## config.mk

```make
export PLATFORM = sky130hd
export DESIGN_NAME = control_unit
export DESIGN_NICKNAME = d
export VERILOG_FILES = /design/src/rtl/cu_pkg.sv /design/src/rtl/control_unit.sv
export SDC_FILE = /design/constraint.sdc
export NUM_CORES = 1
export LEC_CHECK = 0
export ABC_AREA = 0
export CAP_MARGIN = 30
export CORE_UTILIZATION = 37
export CTS_CLUSTER_DIAMETER = 200
export CTS_CLUSTER_SIZE = 8
export DETAILED_ROUTE_END_ITERATION = 8
export PLACE_DENSITY = 0.79
export SETUP_SLACK_MARGIN = 0.2
export SYNTH_ARGS = -nofsm -noshare
export SYNTH_HDL_FRONTEND = slang
export SYNTH_SLANG_ARGS = --single-unit
```

## constraint.sdc

```tcl
create_clock -name Clock -period 2.8 [get_ports Clock]
set_input_delay 0.56 -clock Clock [delete_from_list [all_inputs] [get_ports Clock]]
set_output_delay 0.56 -clock Clock [all_outputs]
set_load 0.01 [all_outputs]
```

## src/rtl/cu_pkg.sv

```systemverilog
// Shared definitions for the hardwired control sequencer: step encoding,
// opcode map, instruction classes and the opcode-to-class decode.
package cu_pkg;

    typedef enum logic [3:0] {
        S_RST  = 4'd0,
        S_T0   = 4'd1,
        S_T1   = 4'd2,
        S_T2   = 4'd3,
        S_T3   = 4'd4,
        S_T4   = 4'd5,
        S_T5   = 4'd6,
        S_T6   = 4'd7,
        S_T7   = 4'd8,
        S_HALT = 4'd9
    } state_t;

    localparam logic [4:0] OP_LD   = 5'b00000;
    localparam logic [4:0] OP_LDI  = 5'b00001;
    localparam logic [4:0] OP_ST   = 5'b00010;
    localparam logic [4:0] OP_ADD  = 5'b00011;
    localparam logic [4:0] OP_SUB  = 5'b00100;
    localparam logic [4:0] OP_AND  = 5'b01010;
    localparam logic [4:0] OP_OR   = 5'b01011;
    localparam logic [4:0] OP_ADDI = 5'b01100;
    localparam logic [4:0] OP_MUL  = 5'b01111;
    localparam logic [4:0] OP_DIV  = 5'b10000;
    localparam logic [4:0] OP_BR   = 5'b10011;
    localparam logic [4:0] OP_JR   = 5'b10100;
    localparam logic [4:0] OP_IN   = 5'b10101;
    localparam logic [4:0] OP_OUT  = 5'b10110;
    localparam logic [4:0] OP_MFHI = 5'b10111;
    localparam logic [4:0] OP_MFLO = 5'b11000;
    localparam logic [4:0] OP_NOP  = 5'b11010;
    localparam logic [4:0] OP_HALT = 5'b11011;

    typedef enum logic [3:0] {
        C_ALU3, C_IMM, C_LD, C_ST, C_MULDIV, C_BR, C_JR,
        C_IN, C_OUT, C_MFHI, C_MFLO, C_NOP, C_HLT, C_BAD
    } iclass_t;

    function automatic iclass_t decode_class(input logic [4:0] opc);
        iclass_t cls;
        case (opc)
            OP_LD:                         cls = C_LD;
            OP_LDI, OP_ADDI:               cls = C_IMM;
            OP_ST:                         cls = C_ST;
            OP_ADD, OP_SUB, OP_AND, OP_OR: cls = C_ALU3;
            OP_MUL, OP_DIV:                cls = C_MULDIV;
            OP_BR:                         cls = C_BR;
            OP_JR:                         cls = C_JR;
            OP_IN:                         cls = C_IN;
            OP_OUT:                        cls = C_OUT;
            OP_MFHI:                       cls = C_MFHI;
            OP_MFLO:                       cls = C_MFLO;
            OP_NOP:                        cls = C_NOP;
            OP_HALT:                       cls = C_HLT;
            default:                       cls = C_BAD;
        endcase
        return cls;
    endfunction

    // Final step of each class; classes with no execute phase end at T2.
    function automatic state_t last_step(input iclass_t cls);
        state_t s;
        case (cls)
            C_ALU3, C_IMM:              s = S_T5;
            C_LD, C_ST:                 s = S_T7;
            C_MULDIV, C_BR:             s = S_T6;
            C_JR, C_IN, C_OUT,
            C_MFHI, C_MFLO:             s = S_T3;
            default:                    s = S_T2;
        endcase
        return s;
    endfunction

endpackage

```

## src/rtl/control_unit.sv

```systemverilog
// Hardwired Moore control sequencer: fetch T0-T2, per-class execute T3-T7.
// Optional build macro CU_ILLEGAL_TRAP_EN traps undefined opcodes into HALT.
module control_unit
    import cu_pkg::*;
#(
    parameter int OPC_W    = 5,
    parameter int MEM_WAIT = 0
) (
    input  logic             Clock,
    input  logic             clear,
    input  logic [31:0]      IR,
    input  logic             CON_FF,
    input  logic             Stop,
    output logic             Run,
    output logic             Illegal,
    output logic [OPC_W-1:0] opcode,
    output logic             Read,
    output logic             Write,
    output logic             IncPC,
    output logic             Gra,
    output logic             Grb,
    output logic             Grc,
    output logic             Rin,
    output logic             Rout,
    output logic             BAout,
    output logic             HIin,
    output logic             LOin,
    output logic             Yin,
    output logic             Zin,
    output logic             PCin,
    output logic             IRin,
    output logic             MARin,
    output logic             MDRin,
    output logic             Inportin,
    output logic             Outportin,
    output logic             CONin,
    output logic             HIout,
    output logic             LOout,
    output logic             Yout,
    output logic             Zhighout,
    output logic             Zlowout,
    output logic             PCout,
    output logic             MARout,
    output logic             MDRout,
    output logic             Inportout,
    output logic             Outportout,
    output logic             Cout
);

    localparam logic [2:0] WAIT_INIT = 3'(MEM_WAIT);

    state_t     state;
    state_t     state_nxt;
    state_t     end_state;
    iclass_t    cls;
    logic [2:0] wait_cnt;
    logic       mem_step;
    logic       hold;
    logic       unused_ir_bits;

    assign cls            = decode_class(IR[31:27]);
    assign unused_ir_bits = ^IR[26:0];
    assign mem_step       = (state == S_T1) || (state == S_T6 && cls == C_LD);
    assign hold           = mem_step && (wait_cnt != 3'd0);
    assign end_state      = Stop ? S_HALT : S_T0;

    always_comb begin
        state_nxt = state;
        case (state)
            S_RST:  state_nxt = S_T0;
            S_HALT: state_nxt = S_HALT;
            default: begin
                if (hold)
                    state_nxt = state;
                else if (state == last_step(cls))
                    state_nxt = end_state;
                else
                    state_nxt = state_t'(state + 4'd1);
                if (state == S_T2 && cls == C_HLT)
                    state_nxt = S_HALT;
`ifdef CU_ILLEGAL_TRAP_EN
                if (state == S_T2 && cls == C_BAD)
                    state_nxt = S_HALT;
`endif
            end
        endcase
    end

    // The wait counter reloads on every step change and counts down while a
    // memory-read step is being held.
    always_ff @(posedge Clock) begin
        if (!clear) begin
            state    <= S_RST;
            wait_cnt <= WAIT_INIT;
        end else begin
            state <= state_nxt;
            if (state_nxt != state)
                wait_cnt <= WAIT_INIT;
            else if (wait_cnt != 3'd0)
                wait_cnt <= wait_cnt - 3'd1;
        end
    end

`ifdef CU_ILLEGAL_TRAP_EN
    logic illegal_q;

    always_ff @(posedge Clock) begin
        if (!clear)
            illegal_q <= 1'b0;
        else if (state == S_T2 && cls == C_BAD)
            illegal_q <= 1'b1;
    end

    assign Illegal = illegal_q;
`else
    assign Illegal = 1'b0;
`endif

    always_comb begin
        Run = (state != S_HALT);
        opcode = (state == S_T4) ? IR[31:32-OPC_W] : '0;
        Read = 1'b0;      Write = 1'b0;      IncPC = 1'b0;
        Gra = 1'b0;       Grb = 1'b0;        Grc = 1'b0;
        Rin = 1'b0;       Rout = 1'b0;       BAout = 1'b0;
        HIin = 1'b0;      LOin = 1'b0;       Yin = 1'b0;
        Zin = 1'b0;       PCin = 1'b0;       IRin = 1'b0;
        MARin = 1'b0;     MDRin = 1'b0;      Inportin = 1'b0;
        Outportin = 1'b0; CONin = 1'b0;      HIout = 1'b0;
        LOout = 1'b0;     Yout = 1'b0;       Zhighout = 1'b0;
        Zlowout = 1'b0;   PCout = 1'b0;      MARout = 1'b0;
        MDRout = 1'b0;    Inportout = 1'b0;  Outportout = 1'b0;
        Cout = 1'b0;
        case (state)
            S_T0: begin
                PCout = 1'b1; MARin = 1'b1; IncPC = 1'b1; Zin = 1'b1;
            end
            S_T1: begin
                Zlowout = 1'b1; PCin = 1'b1; Read = 1'b1; MDRin = 1'b1;
            end
            S_T2: begin
                MDRout = 1'b1; IRin = 1'b1;
            end
            S_T3: begin
                case (cls)
                    C_ALU3:            begin Grb = 1'b1; Rout = 1'b1; Yin = 1'b1; end
                    C_IMM, C_LD, C_ST: begin Grb = 1'b1; BAout = 1'b1; Yin = 1'b1; end
                    C_MULDIV:          begin Gra = 1'b1; Rout = 1'b1; Yin = 1'b1; end
                    C_BR:              begin Gra = 1'b1; Rout = 1'b1; CONin = 1'b1; end
                    C_JR:              begin Gra = 1'b1; Rout = 1'b1; PCin = 1'b1; end
                    C_IN:              begin Gra = 1'b1; Rin = 1'b1; Inportout = 1'b1; end
                    C_OUT:             begin Gra = 1'b1; Rout = 1'b1; Outportin = 1'b1; end
                    C_MFHI:            begin Gra = 1'b1; Rin = 1'b1; HIout = 1'b1; end
                    C_MFLO:            begin Gra = 1'b1; Rin = 1'b1; LOout = 1'b1; end
                    default:           ;
                endcase
            end
            S_T4: begin
                case (cls)
                    C_ALU3:            begin Grc = 1'b1; Rout = 1'b1; Zin = 1'b1; end
                    C_IMM, C_LD, C_ST: begin Cout = 1'b1; Zin = 1'b1; end
                    C_MULDIV:          begin Grb = 1'b1; Rout = 1'b1; Zin = 1'b1; end
                    C_BR:              begin PCout = 1'b1; Yin = 1'b1; end
                    default:           ;
                endcase
            end
            S_T5: begin
                case (cls)
                    C_ALU3, C_IMM:     begin Zlowout = 1'b1; Gra = 1'b1; Rin = 1'b1; end
                    C_LD, C_ST:        begin Zlowout = 1'b1; MARin = 1'b1; end
                    C_MULDIV:          begin Zlowout = 1'b1; LOin = 1'b1; end
                    C_BR:              begin Cout = 1'b1; Zin = 1'b1; end
                    default:           ;
                endcase
            end
            S_T6: begin
                case (cls)
                    C_LD:              begin Read = 1'b1; MDRin = 1'b1; end
                    C_ST:              begin Gra = 1'b1; Rout = 1'b1; MDRin = 1'b1; end
                    C_MULDIV:          begin Zhighout = 1'b1; HIin = 1'b1; end
                    C_BR:              begin Zlowout = 1'b1; PCin = CON_FF; end
                    default:           ;
                endcase
            end
            S_T7: begin
                case (cls)
                    C_LD:              begin MDRout = 1'b1; Gra = 1'b1; Rin = 1'b1; end
                    C_ST:              Write = 1'b1;
                    default:           ;
                endcase
            end
            default: ;
        endcase
    end

endmodule

```

==> out/results.tsv, run 1 <==
stage	metric	value	unit
status	run status	finished with violations	
status	failing checks	setup timing	
detailed_routing	routed length per placed instance	21.5	um
synth	FFs w/ async S/R, synth	0	
final_layout	area taken by multi-input logic gates	1700	um2
final_timing	unrepaired setup endpoints after global routing	true	
setup_path	startpoint types	input pin	
hold_path	startpoint of the most critical hold path	wait_cnt[0]	
final_timing	share of the clock period used by the worst path after layout	1.08	
final_layout	Top cell excl fill/tap	buf_4	
floorplan	number of rows in the core area	22	
power	IR Drop Worst-Case VDD	117	uV
floorplan	Chip Height	66.0	um
setup_path	logic depth of the worst register-to-register path	9	
power	internal power consumption	0.483	mW
final_timing	Fin Hold WS	0.619	ns
synth	fraction of the mapped netlist area in compound gates	0.310	
clock_tree	Post-CTS Resized	194	
final_timing	time the worst path needs with I/O delays and setup	3.02	ns
clock_tree	number of buffers added by the clock tree synthesis step	3	
setup_path	total stage count of the critical path	10	
setup_path	capture point of the critical path	Cout	
synth	number of warnings reported in the yosys synthesis log	0	
clock_tree	Clk pin slew, worst setup/hold paths	0.04	ns
power	net switching power of the design	0.379	mW
detailed_routing	average vias per placed instance	6.28	
final_timing	total count of max-transition violations in the final report	0	
clock_tree	hold buffer count at cts	0	
final_layout	ratio of cells with drive above 1 in the final layout	0.624	
final_timing	Worst-Margin Slew	0.520	ns
setup_path	maximum fanout along the worst path	6	
hold_path	cell depth of the worst hold path	3	
synth	count leader, synth	nand2_1	
detailed_routing	DR pass1 iterations	6	
final_layout	share of the core filled with cells in the final layout	0.811	
flow_run	total tool warning count	62	
placement	Placement Cell Area	2460	um2
final_layout	top library cells by usage in the layout, fill and taps aside	62 x buf_4, 26 x buf_2, 24 x buf_6	
setup_path	Top delay family on crit path	AND-OR/OR-AND gates	
power	clock share of power	0.171	
global_route	overflow left after global routing	0	
final_timing	Relative slew margins	0.653	
synth	library cell with the largest summed area after synthesis	dfxtp_1	
final_layout	number of fill cells	184	
setup_path	crit-path cells	buf_8, clkinvlp_4, ha_4, nand2b_1, a211o_1, o211ai_4, nor2_4, o32a_1, nor2_1, buf_2	
synth	cell types occupying the most area after synthesis	dfxtp_1 9.2%, nand2_1 8.2%, ha_1 7.4%	
final_layout	count of placed standard cells in the final layout, fillers left out	386	
detailed_routing	routed wire length	8280	um
synth	top cell types by occurrence after synthesis	33 x nand2_1, 25 x nor2_1, 13 x nor3_1, 13 x o21ai_0, 9 x ha_1	
clock_tree	root buffer cell	clkbuf_8	
placement	Setup Slack @ Placement	-0.952	ns
synth	flip-flop cell with the highest count after synthesis	dfxtp_1	
detailed_routing	starting DRC count in detailed routing	328	
final_layout	count of nets after finishing	384	
final_layout	design area	3080	um2
placement	DP HPWL	3960	um
hold_path	worst hold path type	reg2reg	
floorplan	die area	4360	um2
setup_path	slack of the worst reg-to-reg path	0.16	ns
final_timing	total count of hold-check failures in the final report	0	
synth	Area leader share	0.0925	
synth	yosys synthesis chip area	1520	um2
power	share of power burned in combinational logic	0.703	
detailed_routing	number of vias in the routed layout	2425	
final_timing	setup tns final	-3.34	ns
clock_tree	TritonCTS clock tree	built	
global_route	antenna violations before repair	0	
setup_path	data required time at the worst endpoint	2.24	ns
synth	number of synthesized flops with an enable pin	0	
synth	adder and majority gate portion of the synthesized area	0.0743	
setup_path	launch point of the worst path	IR[28]	
floorplan	CORE AREA	3800	um2
floorplan	I/O pins	74	
final_timing	final setup vio count	32	
synth	Top logic family	simple AND/OR/NAND/NOR gates	
final_layout	count of inserted antenna diode cells	0	
final_timing	post-layout worst setup margin	-0.218	ns
synth	cells in synth_stat.txt	217	
placement	weighted congestion reported at the end of routability-driven placement	1.02	
flow_run	tally of max-capacitance violations	0	
placement	total of buffers placed on input and output ports	41	
synth	area fraction in and, or, nand and nor cells	0.388	
power	share of power burned in registers	0.126	
floorplan	Core Density at Floorplan	0.399	
setup_path	critical setup path kind	in2out	
detailed_routing	antenna-violating nets left	0	
hold_path	endpoint of the worst hold-timing path	wait_cnt[0]	
clock_tree	CTS Buffer Depth	2	
global_route	vias in the first global route	2175	
power	switching portion of total power	0.440	
setup_path	Worst EP arrival	2.46	ns
clock_tree	number of buffers inserted to repair setup after CTS	27	
floorplan	Die X	66.0	um
global_route	first-pass GRT wire length	10700	um
synth	Avg Synthesized Cell Area	6.98	um2
power	power drawn by the sequential cells	0.109	mW
setup_path	crit path capture type	primary output	
placement	Cells after DPL	348	
global_route	largest net degree at the start of global routing	14	
setup_path	Buf/Inv on CP	3	
power	group with the largest share of power	combinational cells	
power	leak pwr	1.30	nW
synth	netlist area before placement	1520	um2
setup_path	slowest library cell on the worst path	ha_4	
clock_tree	number of H-tree levels	1	
synth	sequential cell area fraction in the yosys report	0.0925	
final_layout	synthesis-to-layout area growth	103	%
final_layout	Sequential Area	140	um2
power	Comb. pwr	0.606	mW
setup_path	reg2reg start	state[0]	
setup_path	Crit path largest cell delay	0.34	ns
power	total power divided by cell area	280	nW/um2
synth	ys flops	7	
setup_path	Crit Reg-Reg Endpoint	wait_cnt[2]	
power	Total Power Consumption	0.863	mW
synth	count of unique library cells instantiated by Yosys	64	
detailed_routing	DRC errors left	0	
power	P_clk	0.148	mW
final_timing	FMAX	331	MHz
synth	multiplexer fraction of the synthesized cell area	0.0206	
synth	XOR/XNOR Area Share	0.0173	
global_route	GRT Overall Usage	0.320	
synth	post-synthesis cell count	217	
[run 1: state kept, by name, indices dropped and copies added (netlist names)]
signal,count
state,4
wait_cnt,3
[run 1: worst register-to-register path: stages (launching register included)]
cell and delay [ns]:
dfxtp_1 0.45, buf_4 0.18, ha_1 0.26, nand2_1 0.18, buf_4 0.22, or3_4 0.41, o22a_4 0.24, o32a_1 0.19
and3_4 0.21, nor4b_4 0.23
[run 1: area by class of cell]
cell class	count	share of cell area
clock buffer	4	0.0146
inverter	9	0.0138
multi-input combinational	189	0.553
sequential	7	0.0455
tap	48	0.0195
timing repair buffer	129	0.354
[run 1: layer usage]
layer	GRT usage	share of wire	vias up
met4	0.149	0.059	0
met3	0.0517	0.099	60
met2	0.575	0.48	221
met5	0	0	-
met1	0.365	0.36	1115
li1	-	-	1029
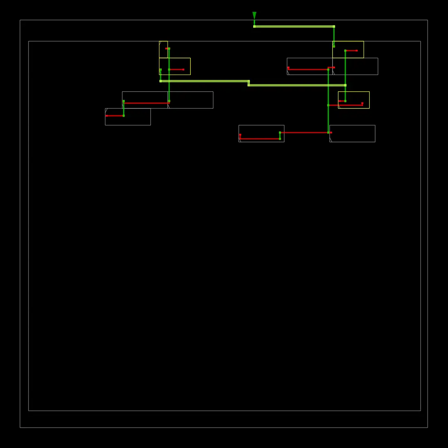
Fig. 1. Clock wiring as the flow saved it (run 1).
FFs & Latches: 7
final worst clock skew: 0.00414 ns
clk_lat worst skew: 0.23 ns
Sink Count: 7

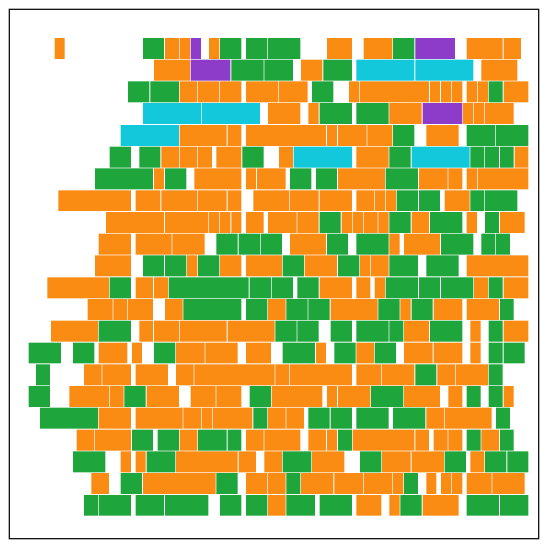
Fig. 2. Cells colored by class (run 1).
Scale: 8 px per um.
Key: all other logic = orange [cells 198, share of their area 58%]; clock drivers and dummy loads = purple [cells 4, share of their area 1.5%]; other buffers and delay cells = green [cells 129, share of their area 36%]; flops = cyan [cells 7, share of their area 4.6%]

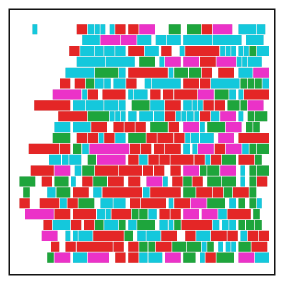
Fig. 3. Drive-strength map (run 1).
Scale: 4 px per um.
Key: drive 3 to 4 = red [cells 108, share 32%]; drive 6 and up = magenta [cells 32, share 9.5%]; drive 2 = green [cells 71, share 21%]; drive 1 or less = cyan [cells 127, share 38%]

Fig. 4: run 1, metal 3
Scale: 6 px per um. Cells faint in the background.
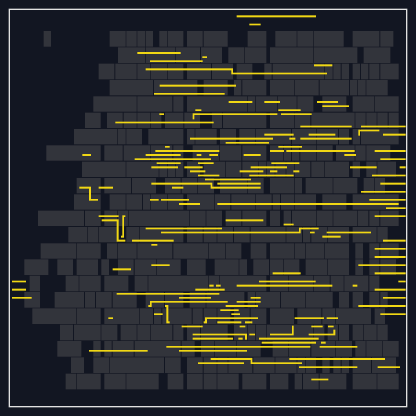

==> run 2, diff against run 1 <==
--- a/config.mk
+++ b/config.mk
@@ -11,8 +11,10 @@
 export CTS_CLUSTER_DIAMETER = 200
 export CTS_CLUSTER_SIZE = 8
 export DETAILED_ROUTE_END_ITERATION = 8
+export GPL_TIMING_DRIVEN = 0
 export PLACE_DENSITY = 0.79
 export SETUP_SLACK_MARGIN = 0.2
+export SLEW_MARGIN = 30
 export SYNTH_ARGS = -nofsm -noshare
 export SYNTH_HDL_FRONTEND = slang
 export SYNTH_SLANG_ARGS = --single-unit
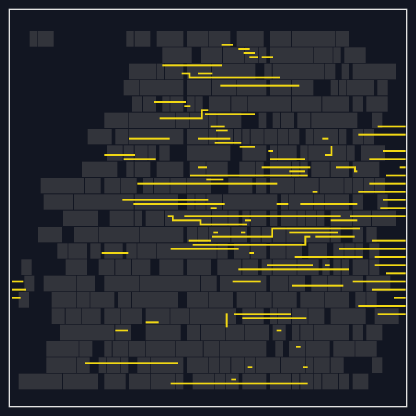
Fig. 5. Metal 3 (run 2).
Scale: 6 px per um. Cells faint in the background.
The layer carries 566 um of wire. The longest straight run is 25.8 um.
routed wire length: 7020 um
GR met3 Demand/Resource: 0.0448
number of vias in the routed layout: 2199

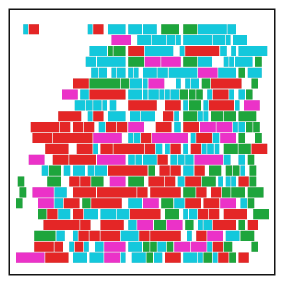
Fig. 6. Drive-strength map (run 2).
Scale: 4 px per um.
Key: drive 6 and up = magenta [cells 29, share 9.3%]; drive 1 or less = cyan [cells 135, share 43%]; drive 2 = green [cells 65, share 21%]; drive 3 to 4 = red [cells 82, share 26%]
Non-clock buffers: 102
synthesis-to-layout area growth: 88.0%
post-layout worst setup margin: -0.170 ns
design area: 2850 um2

==> run 2 against run 1 <==
The flow still finishes with violations (setup timing). Clock power hardly changed. Area after synthesis stayed put. Non-clock buffer count is 27 lower. Fmax is 1.6% higher. Critical endpoint is now Zlowout. Largest power group unchanged.
==> out/results.tsv, run 2 <==
stage	metric	value	unit
clock_tree	Clk pin slew, worst setup/hold paths	0.04	ns
clock_tree	hold buffer count at cts	0	
power	net switching power of the design	0.354	mW
synth	top cell types by occurrence after synthesis	33 x nand2_1, 25 x nor2_1, 13 x nor3_1, 13 x o21ai_0, 9 x ha_1	
global_route	met1 GRT Util	0.339	
final_layout	combinational share of cell area	0.593	
setup_path	total stage count of the critical path	11	
floorplan	Die X	66.0	um
setup_path	critical setup path kind	in2out	
synth	cell types occupying the most area after synthesis	dfxtp_1 9.2%, nand2_1 8.2%, ha_1 7.4%	
placement	Placement Cell Area	2140	um2
detailed_routing	DR pass1 iterations	5	
power	internal power consumption	0.445	mW
detailed_routing	DRC errors left	0	
clock_tree	number of buffers added by the clock tree synthesis step	3	
final_timing	time the worst path needs with I/O delays and setup	2.97	ns
setup_path	Worst EP arrival	2.41	ns
floorplan	n_taps	48	
hold_path	worst hold path type	reg2reg	
final_layout	registers with the highest flip-flop counts	state x4, wait_cnt x3	
final_timing	total count of max-transition violations in the final report	0	
clock_tree	Post-CTS Resized	195	
floorplan	die area	4360	um2
power	leak pwr	1.18	nW
synth	yosys synthesis chip area	1520	um2
power	power drawn by the sequential cells	0.114	mW
clock_tree	number of buffers inserted to repair setup after CTS	33	
clock_tree	root buffer cell	clkbuf_8	
clock_tree	TritonCTS clock tree	built	
global_route	overflow left after global routing	0	
final_layout	clock buf count	4	
synth	FFs w/ async S/R, synth	0	
synth	Avg Synthesized Cell Area	6.98	um2
clock_tree	CTS Buffer Depth	2	
detailed_routing	M1 wire length	2690	um
power	share of power burned in combinational logic	0.670	
setup_path	Buf/Inv on CP	4	
setup_path	logic depth of the worst register-to-register path	7	
global_route	GRT busiest layer	met2	
synth	number of warnings reported in the yosys synthesis log	0	
final_timing	setup tns final	-1.47	ns
detailed_routing	Met3 Routed Length	566	um
final_layout	top library cells by usage in the layout, fill and taps aside	36 x buf_4, 27 x buf_2, 22 x nand2_1	
detailed_routing	top metal layer carrying routed signals	met4	
global_route	first-pass GRT wire length	9540	um
flow_run	total tool warning count	62	
placement	Cells after DPL	310	
global_route	antenna violations before repair	0	
floorplan	number of rows in the core area	22	
final_layout	Top cell excl fill/tap	buf_4	
global_route	largest net degree at the start of global routing	11	
final_layout	count of placed standard cells in the final layout, fillers left out	359	
detailed_routing	average vias per placed instance	6.13	
floorplan	Core Density at Floorplan	0.399	
final_layout	fraction of area in registers	0.0496	
synth	count leader, synth	nand2_1	
power	group with the largest share of power	combinational cells	
final_layout	count of inserted antenna diode cells	0	
power	Comb. pwr	0.535	mW
setup_path	maximum fanout along the worst path	5	
power	clock share of power	0.188	
final_layout	FFs & Latches	7	
final_layout	Clock buffers and inverters, area share	0.0158	
global_route	GRT Overall Usage	0.281	
final_timing	share of the clock period used by the worst path after layout	1.06	
final_timing	unrepaired setup endpoints after global routing	true	
setup_path	Crit path largest cell delay	0.41	ns
clock_tree	Sink Count	7	
final_layout	ratio of cells with drive above 1 in the final layout	0.566	
clock_tree	number of H-tree levels	1	
hold_path	cell depth of the worst hold path	3	
placement	DP HPWL	3450	um
placement	weighted congestion reported at the end of routability-driven placement	0.877	
final_layout	fraction of cell area in non-clock buffers	0.306	
floorplan	Chip Height	66.0	um
synth	count of unique library cells instantiated by Yosys	64	
synth	flip-flop cell with the highest count after synthesis	dfxtp_1	
final_timing	Fin Hold WS	0.606	ns
final_layout	number of fill cells	228	
final_layout	count of nets after finishing	357	
final_timing	final setup vio count	19	
floorplan	CORE AREA	3800	um2
synth	post-synthesis cell count	217	
placement	Setup Slack @ Placement	-1.30	ns
final_layout	leading cell category by total area	logic gates	
synth	number of synthesized flops with an enable pin	0	
setup_path	Top delay family on crit path	simple AND/OR/NAND/NOR gates	
power	switching portion of total power	0.443	
status	failing checks	setup timing	
synth	cells in synth_stat.txt	217	
final_layout	largest reg by FF count	state	
synth	netlist area before placement	1520	um2
power	share of power burned in registers	0.142	
synth	Area leader share	0.0925	
final_layout	area taken by multi-input logic gates	1690	um2
final_layout	Sequential Area	141	um2
flow_run	tally of max-capacitance violations	0	
final_timing	post-layout worst setup margin	-0.170	ns
final_timing	final worst clock skew	0.00189	ns
detailed_routing	starting DRC count in detailed routing	247	
floorplan	I/O pins	74	
synth	ys flops	7	
final_layout	number of signal-net inverters in the final layout	9	
setup_path	crit path capture type	primary output	
setup_path	crit-path cells	buf_12, clkinvlp_4, ha_4, nand2_2, a21oi_4, or3_4, clkbuf_16, nor2_4, nand4_1, a21oi_2, buf_2	
status	run status	finished with violations	
detailed_routing	antenna-violating nets left	0	
global_route	met2 routing resource usage after global routing	0.494	
run 2: cells by family (layout without fill, tap and decap cells):
| group | Yosys count | in the layout | synth area share |
|---|---|---|---|
| xor gates and xnor gates | 3 | 3 | 0.0173 |
| adders and majority gates | 9 | 9 | 0.0743 |
| buffers and inverters | 25 | 115 | 0.0941 |
| and+or+nand+nor | 112 | 112 | 0.388 |
| muxes | 3 | 3 | 0.0206 |
| AOI/OAI and AO/OA | 57 | 57 | 0.310 |
| DFF | 7 | 7 | 0.0925 |
| other | 1 | 5 | 0.00247 |
run 2: worst paths after layout:
path / startpoint / endpoint / slack, ns
worst max-delay path: IR[28] / Zlowout / -0.17
worst min-delay path: wait_cnt[0] / wait_cnt[0] / 0.61
worst max register to register: state[1] / wait_cnt[2] / 0.23
worst min register to register: wait_cnt[0] / wait_cnt[0] / 0.61
Power and IR drop assume default switching activity.
